**config.mk**
```make
export PLATFORM = sky130hd
export DESIGN_NAME = dmem_arbiter
export DESIGN_NICKNAME = d
export VERILOG_FILES = /design/src/rtl/dmem_arbiter_pkg.sv /design/src/rtl/dmem_arb_grant.sv /design/src/rtl/dmem_arbiter.sv
export SDC_FILE = /design/constraint.sdc
export NUM_CORES = 1
export LEC_CHECK = 0
export CORE_AREA = 2 2 94 96
export CTS_BUF_LIST = sky130_fd_sc_hd__clkbuf_8
export CTS_CLUSTER_SIZE = 28
export DETAILED_ROUTE_END_ITERATION = 6
export DIE_AREA = 0 0 96 98
export HOLD_SLACK_MARGIN = 0.1
export PLACE_DENSITY_LB_ADDON = 0.08
export SLEW_MARGIN = 20
export SYNTH_ARGS = -nofsm -noshare
export SYNTH_HDL_FRONTEND = slang
export SYNTH_HIERARCHICAL = 1
export SYNTH_SLANG_ARGS = --single-unit
```
**constraint.sdc**
```tcl
create_clock -name clk -period 4 [get_ports clk]
set_input_delay 0.4 -clock clk [delete_from_list [all_inputs] [get_ports clk]]
set_output_delay 0.4 -clock clk [all_outputs]
set_load 0.01 [all_outputs]
```
**src/rtl/dmem_arbiter_pkg.sv**
```systemverilog
// rtl/dmem_arbiter_pkg.sv - shared owner tags, priority modes and FSM states for the dmem arbiter
package dmem_arbiter_pkg;

    localparam logic OWN_CORE = 1'b0;
    localparam logic OWN_HOST = 1'b1;

    localparam int PRIO_RR   = 0;
    localparam int PRIO_CORE = 1;

    typedef enum logic [1:0] {
        ST_ARB     = 2'd0,
        ST_HBURST  = 2'd1,
        ST_RELEASE = 2'd2
    } arb_state_e;

    // Counter width able to hold 0..limit; never collapses to zero bits.
    function automatic int cnt_width(input int limit);
        return (limit < 1) ? 1 : $clog2(limit + 1);
    endfunction

endpackage

```
**src/rtl/dmem_arb_grant.sv**
```systemverilog
// rtl/dmem_arb_grant.sv - combinational winner select between core (m0) and host (m1)
module dmem_arb_grant
    import dmem_arbiter_pkg::*;
#(
    parameter int PRIO_MODE    = 0,
    parameter int STARVE_LIMIT = 8,
    parameter int WAIT_W       = 4
) (
    input  logic              enable,
    input  logic              m0_valid,
    input  logic              m1_valid,
    input  logic              rr_ptr,
    input  logic [WAIT_W-1:0] wait_cnt,
    input  arb_state_e        state,
    output logic              gnt_m0,
    output logic              gnt_m1,
    output logic              contested
);

    localparam logic [WAIT_W-1:0] STARVE_VAL = WAIT_W'(STARVE_LIMIT);

    logic host_tie;

    always_comb begin
        gnt_m0    = 1'b0;
        gnt_m1    = 1'b0;
        contested = enable && m0_valid && m1_valid;

        // Who takes a tie in ARB: the round-robin pointer, or the host only once starved.
        if (PRIO_MODE == PRIO_RR) begin
            host_tie = (rr_ptr == OWN_HOST);
        end else begin
            host_tie = (wait_cnt >= STARVE_VAL);
        end

        if (enable) begin
            case (state)
                ST_HBURST: begin
                    gnt_m1 = m1_valid;
                    gnt_m0 = m0_valid && !m1_valid;
                end
                ST_RELEASE: begin
                    gnt_m0 = m0_valid;
                end
                default: begin
                    if (m0_valid && m1_valid) begin
                        gnt_m1 = host_tie;
                        gnt_m0 = !host_tie;
                    end else begin
                        gnt_m0 = m0_valid;
                        gnt_m1 = m1_valid;
                    end
                end
            endcase
        end
    end

endmodule

```
**src/rtl/dmem_arbiter.sv**
```systemverilog
// rtl/dmem_arbiter.sv - pipelined core/host arbiter in front of the single-port data memory
module dmem_arbiter
    import dmem_arbiter_pkg::*;
#(
    parameter int ADDR_W       = 10,
    parameter int DATA_W       = 32,
    parameter int PRIO_MODE    = 0,
    parameter int STARVE_LIMIT = 8,
    parameter int BURST_MAX    = 4
) (
    input  logic                  clk,
    input  logic                  rst,

    input  logic                  m0_req_valid,
    output logic                  m0_req_ready,
    input  logic                  m0_req_we,
    input  logic [ADDR_W-1:0]     m0_req_addr,
    input  logic [DATA_W-1:0]     m0_req_wdata,
    input  logic [DATA_W/8-1:0]   m0_req_wstrb,
    output logic                  m0_rsp_valid,
    output logic [DATA_W-1:0]     m0_rsp_rdata,

    input  logic                  m1_req_valid,
    output logic                  m1_req_ready,
    input  logic                  m1_req_we,
    input  logic [ADDR_W-1:0]     m1_req_addr,
    input  logic [DATA_W-1:0]     m1_req_wdata,
    input  logic [DATA_W/8-1:0]   m1_req_wstrb,
    output logic                  m1_rsp_valid,
    output logic [DATA_W-1:0]     m1_rsp_rdata,
    input  logic                  m1_lock,

    output logic                  mem_en,
    output logic                  mem_we,
    output logic [DATA_W/8-1:0]   mem_wstrb,
    output logic [ADDR_W-1:0]     mem_addr,
    output logic [DATA_W-1:0]     mem_wdata,
    input  logic [DATA_W-1:0]     mem_rdata
);

    localparam int WAIT_W  = cnt_width(STARVE_LIMIT);
    localparam int BURST_W = cnt_width(BURST_MAX);
    localparam logic [WAIT_W-1:0]  WAIT_TOP  = WAIT_W'(STARVE_LIMIT);
    localparam logic [BURST_W-1:0] BURST_TOP = BURST_W'(BURST_MAX);
    localparam logic [BURST_W-1:0] BURST_ONE = BURST_W'(1);

    arb_state_e         state_q, state_d;
    logic               rr_ptr_q, rr_ptr_d;
    logic [WAIT_W-1:0]  wait_cnt_q, wait_cnt_d;
    logic [BURST_W-1:0] burst_cnt_q, burst_cnt_d;
    logic               rsp_valid_q, rsp_valid_d;
    logic               rsp_owner_q, rsp_owner_d;
    logic               rsp_we_q, rsp_we_d;

    logic               gnt_m0, gnt_m1, contested;
    logic [BURST_W-1:0] burst_nxt;

    dmem_arb_grant #(
        .PRIO_MODE    (PRIO_MODE),
        .STARVE_LIMIT (STARVE_LIMIT),
        .WAIT_W       (WAIT_W)
    ) u_grant (
        .enable    (!rst),
        .m0_valid  (m0_req_valid),
        .m1_valid  (m1_req_valid),
        .rr_ptr    (rr_ptr_q),
        .wait_cnt  (wait_cnt_q),
        .state     (state_q),
        .gnt_m0    (gnt_m0),
        .gnt_m1    (gnt_m1),
        .contested (contested)
    );

    assign m0_req_ready = gnt_m0;
    assign m1_req_ready = gnt_m1;
    assign mem_en       = gnt_m0 || gnt_m1;

    always_comb begin
        mem_we    = 1'b0;
        mem_addr  = '0;
        mem_wdata = '0;
        mem_wstrb = '0;
        if (gnt_m1) begin
            mem_we    = m1_req_we;
            mem_addr  = m1_req_addr;
            mem_wdata = m1_req_wdata;
            mem_wstrb = m1_req_wstrb;
        end else if (gnt_m0) begin
            mem_we    = m0_req_we;
            mem_addr  = m0_req_addr;
            mem_wdata = m0_req_wdata;
            mem_wstrb = m0_req_wstrb;
        end
    end

    always_comb begin
        state_d     = state_q;
        rr_ptr_d    = rr_ptr_q;
        wait_cnt_d  = wait_cnt_q;
        burst_cnt_d = burst_cnt_q;
        burst_nxt   = burst_cnt_q;

        // Every contested grant hands the next tie to the loser, including burst/release cycles.
        if (contested) begin
            rr_ptr_d = gnt_m1 ? OWN_CORE : OWN_HOST;
        end

        if (gnt_m1) begin
            wait_cnt_d = '0;
        end else if (m1_req_valid && (wait_cnt_q != WAIT_TOP)) begin
            wait_cnt_d = wait_cnt_q + WAIT_W'(1);
        end

        case (state_q)
            ST_ARB: begin
                if (gnt_m1 && m1_lock) begin
                    burst_cnt_d = BURST_ONE;
                    state_d     = (BURST_ONE >= BURST_TOP) ? ST_RELEASE : ST_HBURST;
                end
            end
            ST_HBURST: begin
                if (gnt_m1 && (burst_cnt_q != BURST_TOP)) begin
                    burst_nxt = burst_cnt_q + BURST_ONE;
                end
                burst_cnt_d = burst_nxt;
                // Exit decided on the count including this cycle's grant.
                if (!m1_lock || !m1_req_valid || (burst_nxt == BURST_TOP)) begin
                    state_d = ST_RELEASE;
                end
            end
            ST_RELEASE: begin
                burst_cnt_d = '0;
                state_d     = ST_ARB;
            end
            default: begin
                burst_cnt_d = '0;
                state_d     = ST_ARB;
            end
        endcase
    end

    always_comb begin
        rsp_valid_d = gnt_m0 || gnt_m1;
        rsp_owner_d = gnt_m1 ? OWN_HOST : OWN_CORE;
        rsp_we_d    = gnt_m1 ? m1_req_we : (gnt_m0 && m0_req_we);
    end

    always_ff @(posedge clk or posedge rst) begin
        if (rst) begin
            state_q     <= ST_ARB;
            rr_ptr_q    <= OWN_CORE;
            wait_cnt_q  <= '0;
            burst_cnt_q <= '0;
            rsp_valid_q <= 1'b0;
            rsp_owner_q <= OWN_CORE;
            rsp_we_q    <= 1'b0;
        end else begin
            state_q     <= state_d;
            rr_ptr_q    <= rr_ptr_d;
            wait_cnt_q  <= wait_cnt_d;
            burst_cnt_q <= burst_cnt_d;
            rsp_valid_q <= rsp_valid_d;
            rsp_owner_q <= rsp_owner_d;
            rsp_we_q    <= rsp_we_d;
        end
    end

    assign m0_rsp_valid = rsp_valid_q && (rsp_owner_q == OWN_CORE);
    assign m1_rsp_valid = rsp_valid_q && (rsp_owner_q == OWN_HOST);
    assign m0_rsp_rdata = (m0_rsp_valid && !rsp_we_q) ? mem_rdata : '0;
    assign m1_rsp_rdata = (m1_rsp_valid && !rsp_we_q) ? mem_rdata : '0;

endmodule

```
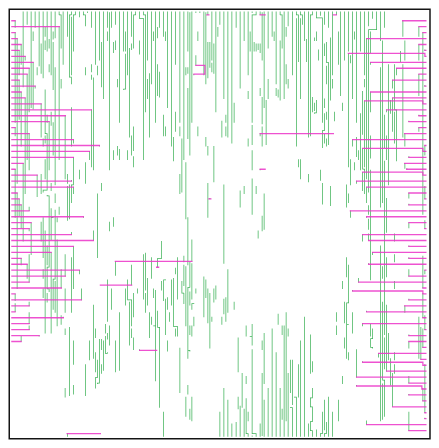
Figure 1: run 1, routed metal, one color a layer.
Only two layers are drawn.
met2: in green, wire length 4220 um. met3: in magenta, wire length 952 um.
GR Util All Layers: 16.04%
via count: 2333
DRT Wirelength: 8.197 mm
wire per inst: 15.35 um

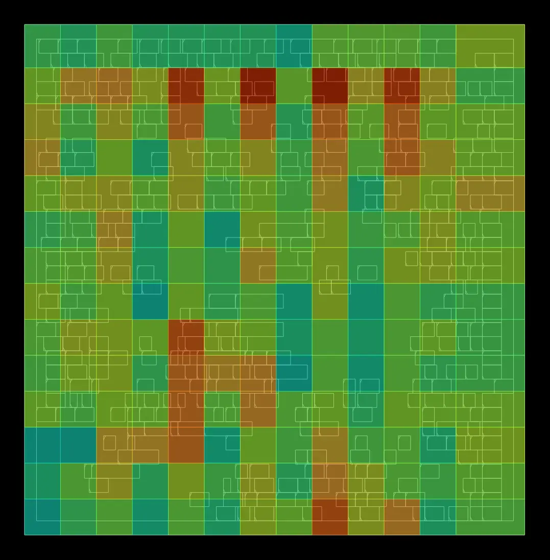
Figure 2: run 1, routing congestion map.
Layout Utilization: 48.29%
met1 usage: 16.13%

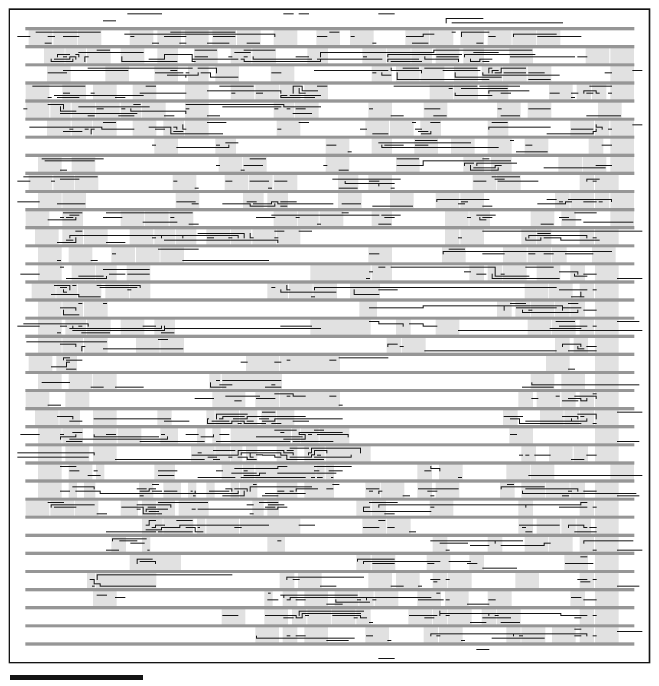
Figure 3: run 1, M1 wires.
Bar = 20 um. Supply wires on this layer in gray.
The layer holds 35% of the routed length. The layer carries 2870 um of wire. The wires run mostly horizontal. The longest straight run is 36.3 um. 456 nets have wire on it.

-- run 1: area by class of cell --
class	instances	area share (%)
tap	108	3.306
inverter	8	0.7346
sequential	9	5.510
timing repair buffer	250	60.97
clock buffer	3	1.010
clock inverter	1	0.09183
multi-input combinational	155	28.37
-- run 1: metal layers --
metal / up-vias / part of all wire [%] / GRT usage, % / routed length, um
met5: - / 0 / 0 / 0
li1: 1158 / - / - / -
met3: 10 / 12 / 5.556 / 951
met2: 139 / 51 / 30.34 / 4218
met1: 1026 / 35 / 16.13 / 2868
met4: 0 / 1.9 / 4.505 / 157
-- run 1: power by group --
group          switching [W]  leakage [nW]  internal, W
Combinational       0.000275          1.45     0.000428
Clock              0.0000359        0.0269    0.0000668
Sequential         0.0000263         0.115     0.000111
Total               0.000337          1.59     0.000606
-- run 1: state kept, by name, summed over array words and instances (netlist names) --
signal and count:
state_q 2, rsp_we_q 1, burst_cnt_q 3, rsp_valid_q 1, rsp_owner_q 1, rr_ptr_q 1
-- run 1: metrics by stage --
step           hold slack [ns]  area (sq um)
6_report                0.3533          4088
5_1_grt                 0.3607          4088
4_1_cts                 0.3550          4088
3_5_place_dp            0.5427          4043
3_3_place_gp            0.5323          4043
2_1_floorplan           0.2471          1475
-- run 1: placed cells by master, fill, tap and decap left out, types with 2 or more instances in the layout --
cell type,n
clkdlybuf4s50_1,246
and2_1,65
a22o_1,46
inv_1,9
dfrtp_1,9
nand2_1,5
ha_1,4
buf_4,4
nand3_1,3
nor2b_1,3
clkbuf_8,3
and3b_1,2
a21oi_1,2
o21ai_0,2
mux2i_1,2
-- run 1: how the worst max path moves through the flow --
stage / from / cells after the start / slack (ns) / endpoint
2_1_floorplan: state_q[1] / 7 / 1.55 / mem_addr[0]
5_1_grt: state_q[0] / 8 / 0.17 / mem_wdata[7]
3_3_place_gp: state_q[0] / 8 / 0.75 / mem_we
3_5_place_dp: state_q[0] / 8 / 0.69 / mem_we
4_1_cts: state_q[0] / 8 / 0.43 / mem_we
6_report: state_q[0] / 8 / 0.45 / mem_we
==> results.ini, run 1 <==
[critical_path]
crit_chain=inv_1 > ha_1 > or2b_1 > a31oi_1 > nor2b_2 > buf_4 > a22o_1 > clkdlybuf4s50_1
critPathLaunchType=flop
reg2regPathDepth=8
cp.required_ns=3.60
cpLargestDelayFamily=buffers and inverters
cp_slowest_cell=clkdlybuf4s50_1
r2r-end=state_q[0]
crit_arrival_ns=3.15
crit_fanout=46
worstReg2RegStart=state_q[0]
critical_path_buf_inv_count=3
criticalPathCategory=flop to output pin
worstSetupEndpointType=output pin
timing.reg2reg.setup_slack_ns=1.32
cpPeakStageDelay_ns=0.55

[final_timing]
rsz0062_at_grt=false
max_freq_ghz=0.2819
maxSlewHeadroom_pct=43.02
fin_ws_ns=0.4527
finalSetupTns_ns=0
drv_slew=0
hold_violations=0
finalSetupViolCount=0
finalClockPeriodUsage_pct=88.68
period_minus_slack_ns=3.547
fin_skew_ns=0.006521
worst_slew_pin_slew_ns=0.8547

[die]
fp_util_pct=17.43
num_rows=34
die-width_um=96
die_y_um=98
die_area_sq_mm=0.009408
core_area_sq_mm=0.008466
ios=247

[yosys]
yosys_warnings=6
synth_nets=325
synth_cells=190
avgSynthCellArea_sq_um=7.764
synth_area_sq_mm=0.001475

[place]
io_buffers=246
gp_congestion=0.7590
dpl.hpwl_mm=6.866
preCtsSetupSlack_ns=0.6950
place_inst=530

[global_route]
grt_max_degree=58
grt_pass1_wl_mm=11.87
grt_pass1_vias=2272
grt_antenna_before_repair=0
grt-ovfl-total=0

[clocking]
clock-root-buffer=clkbuf_8
clockBufferDepth=2
htreeDepth=1
ctsHoldBuffers=0
insertion_delay_ns=0.23
cts_tree=yes
clk_pin_slew_ns=0.05
cts_sinks=9
post_cts_buffers=0
cts_buffers=3
cts_resized=0

[layout]
ff_latch_area_sq_um=225.2
fillers=822
n_antenna_cell=0
area_growth_pct=177.1
instances_no_fill=534
nets=562
comb_area_sq_mm=0.001160
drive_gt1_share_pct=2.817

[run_status]
status=finished, final reports clean

[power]
p_leak_nw=1.594
power_density_mw_per_mm2=230.8
vdd.ir_drop.worst_uv=100.7
finalPower_w=0.0009434

[routing]
first_pass_iters=4
drt_iter0_markers=38
via_per_inst=4.369
drc_errors=0
drtAntennaViolNets=0

[flow_run]
maxCapViolCount=0
warnings=28

[hold_path]
hold_path_class=input port to async pin

==> run 2: changes to the inputs <==
--- a/config.mk
+++ b/config.mk
@@ -7,6 +7,7 @@
 export LEC_CHECK = 0
 export CORE_AREA = 2 2 94 96
 export CTS_BUF_LIST = sky130_fd_sc_hd__clkbuf_8
+export CTS_CLUSTER_DIAMETER = 200
 export CTS_CLUSTER_SIZE = 28
 export DETAILED_ROUTE_END_ITERATION = 6
 export DIE_AREA = 0 0 96 98
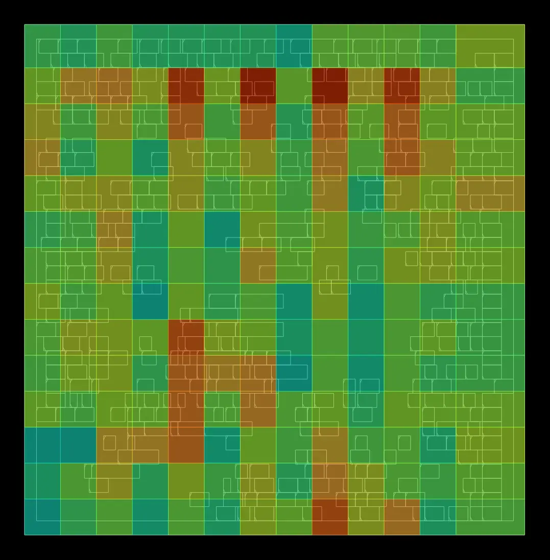
Figure 4: run 2, routing congestion map.
GR Layer Usage met3: 5.556%
met2 Resource Use GR: 30.34%
grt peak-use layer: met2

==> run 2 against run 1 <==
Clock skew stayed put. Die area unchanged. Register-to-register slack about the same. Cell count did not move. Worst setup slack unchanged. First-iteration DRC count unchanged. Clock power about the same. Global-route usage is the same. Total power unchanged. Utilization is the same. Largest power group unchanged.
==> results.ini, run 2 <==
[place]
preCtsSetupSlack_ns=0.6950
io_buffers=246
gp_congestion=0.7590
dpl.hpwl_mm=6.866

[yosys]
synth_nets=325
yosys_warnings=6
avgSynthCellArea_sq_um=7.764
synth_area_sq_mm=0.001475
synth_cells=190

[critical_path]
critPathLaunchType=flop
worstReg2RegStart=state_q[0]
criticalPathCategory=flop to output pin
timing.reg2reg.setup_slack_ns=1.32
r2r-end=state_q[0]
worstSetupEndpointType=output pin
crit_fanout=46
cp.required_ns=3.60
crit_arrival_ns=3.15
reg2regPathDepth=8

[routing]
drt-met1-wl_mm=2.868
wl_mm=8.197
drc_errors=0
vias=2333
drt_iter0_markers=38
drt-wirelength-per-cell_um=15.35
drtAntennaViolNets=0
first_pass_iters=4
met2_length_mm=4.218
wl_met3_um=951
via_per_inst=4.369
maxUsedRoutingLayer=met4

[layout]
top_regs=burst_cnt_q: 3 flops, state_q: 2 flops
nets=562
fillers=822
regMostFlops=burst_cnt_q
n_antenna_cell=0
largest_register_ffs=3
area_growth_pct=177.1
layout_top_cells=clkdlybuf4s50_1, and2_1, a22o_1
drive_gt1_share_pct=2.817
lay_top_count=clkdlybuf4s50_1

[final_timing]
max_freq_ghz=0.2819
period_minus_slack_ns=3.547
finalSetupTns_ns=0
drv_slew=0
fin_skew_ns=0.006521
finalSetupViolCount=0
hold_violations=0
maxSlewHeadroom_pct=43.02
finalClockPeriodUsage_pct=88.68
rsz0062_at_grt=false
worst_slew_pin_slew_ns=0.8547
fin_ws_ns=0.4527

[clocking]
ctsHoldBuffers=0
cts_resized=0
clock-root-buffer=clkbuf_8
cts_sinks=9
insertion_delay_ns=0.23
htreeDepth=1
clockBufferDepth=2
post_cts_buffers=0
clk_pin_slew_ns=0.05
cts_tree=yes
cts_buffers=3

[global_route]
grt_pass1_vias=2272
grt.total_usage_pct=16.04
grt_antenna_before_repair=0
grt_pass1_wl_mm=11.87
grt_max_degree=58
grt-ovfl-total=0

[die]
ios=247
die_area_sq_mm=0.009408
die-width_um=96
fp_util_pct=17.43
num_rows=34
die_y_um=98
core_area_sq_mm=0.008466

[power]
p_clk_share_pct=10.9
switchingPower_w=0.0003372
sequentialPowerShare_pct=14.6
p_leak_nw=1.594
power_frac_comb_pct=74.6
vdd.ir_drop.worst_uv=100.7
p_int_w=0.0006062
power_density_mw_per_mm2=230.8
p_sw_share_pct=35.74

[flow_run]
maxCapViolCount=0
warnings=28

[run_status]
status=finished, final reports clean

[hold_path]
hold_path_class=input port to async pin

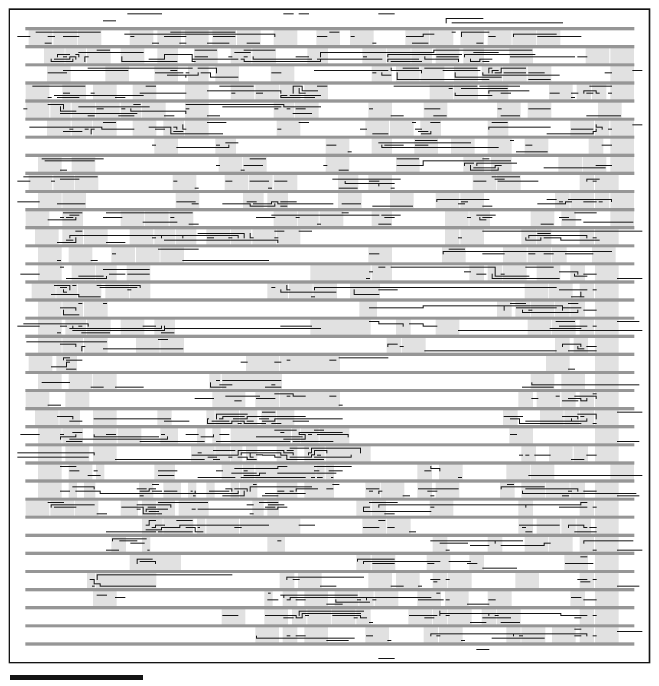
Figure 5: run 2, M1 wires.
Bar = 20 um. Supply wires on this layer in gray.

run 2: critical path, stage by stage (launching register included):
cell and delay, ns:
dfrtp_1 0.50, inv_1 0.08, ha_1 0.38, or2b_1 0.24, a31oi_1 0.30, nor2b_2 0.20, buf_4 0.41, a22o_1 0.22
clkdlybuf4s50_1 0.55
run 2: how the worst max path moves through the flow:
stage	start	to	depth (start not counted)
after CTS	state_q[0]	mem_we	8
final	state_q[0]	mem_we	8
after floorplan	state_q[1]	mem_addr[0]	7
after detailed placement	state_q[0]	mem_we	8
after global placement	state_q[0]	mem_we	8
after global routing	state_q[0]	mem_wdata[7]	8
run 2: through the flow:
| step | cell area, sq um | power, W | utilization, % | hold WS [ns] | cells |
|---|---|---|---|---|---|
| global placement | 4043 | 0.0008419 | 47.75 | 0.5323 | 530 |
| floorplan | 1475 | 0.0004280 | - | 0.2471 | 190 |
| detailed placement | 4043 | 0.0008444 | 47.75 | 0.5427 | 530 |
| finish | 4088 | 0.0009434 | 48.29 | 0.3533 | 534 |
| global route | 4088 | 0.001014 | 48.29 | 0.3607 | 534 |
| CTS | 4088 | 0.0009541 | 48.29 | 0.3550 | 534 |
run 2: power groups by stage:
stage / clock, W / combinational [W] / sequential (W)
after floorplan: 0 / 0.000300 / 0.000128
after global placement: 0 / 0.000705 / 0.000137
after detailed placement: 0 / 0.000706 / 0.000138
after CTS: 0.000107 / 0.000710 / 0.000137
after global routing: 0.000113 / 0.000758 / 0.000142
final: 0.000103 / 0.000703 / 0.000137
run 2: layout make-up:
cell class / count / area [sq um] / area share, %
Inverter: 8 / 30.03 / 0.7346
Sequential cell: 9 / 225.2 / 5.510
Tap cell: 108 / 135.1 / 3.306
Clock buffer: 3 / 41.29 / 1.010
Multi-Input combinational cell: 155 / 1160 / 28.37
Clock inverter: 1 / 3.754 / 0.09183
Timing Repair Buffer: 250 / 2492 / 60.97
run 2: per-layer routing:
| metal | vias up | track usage (%) |
|---|---|---|
| li1 | 1158 | - |
| met2 | 139 | 30.34 |
| met5 | - | 0 |
| met1 | 1026 | 16.13 |
| met3 | 10 | 5.556 |
| met4 | 0 | 4.505 |
Power and IR drop assume default switching activity.
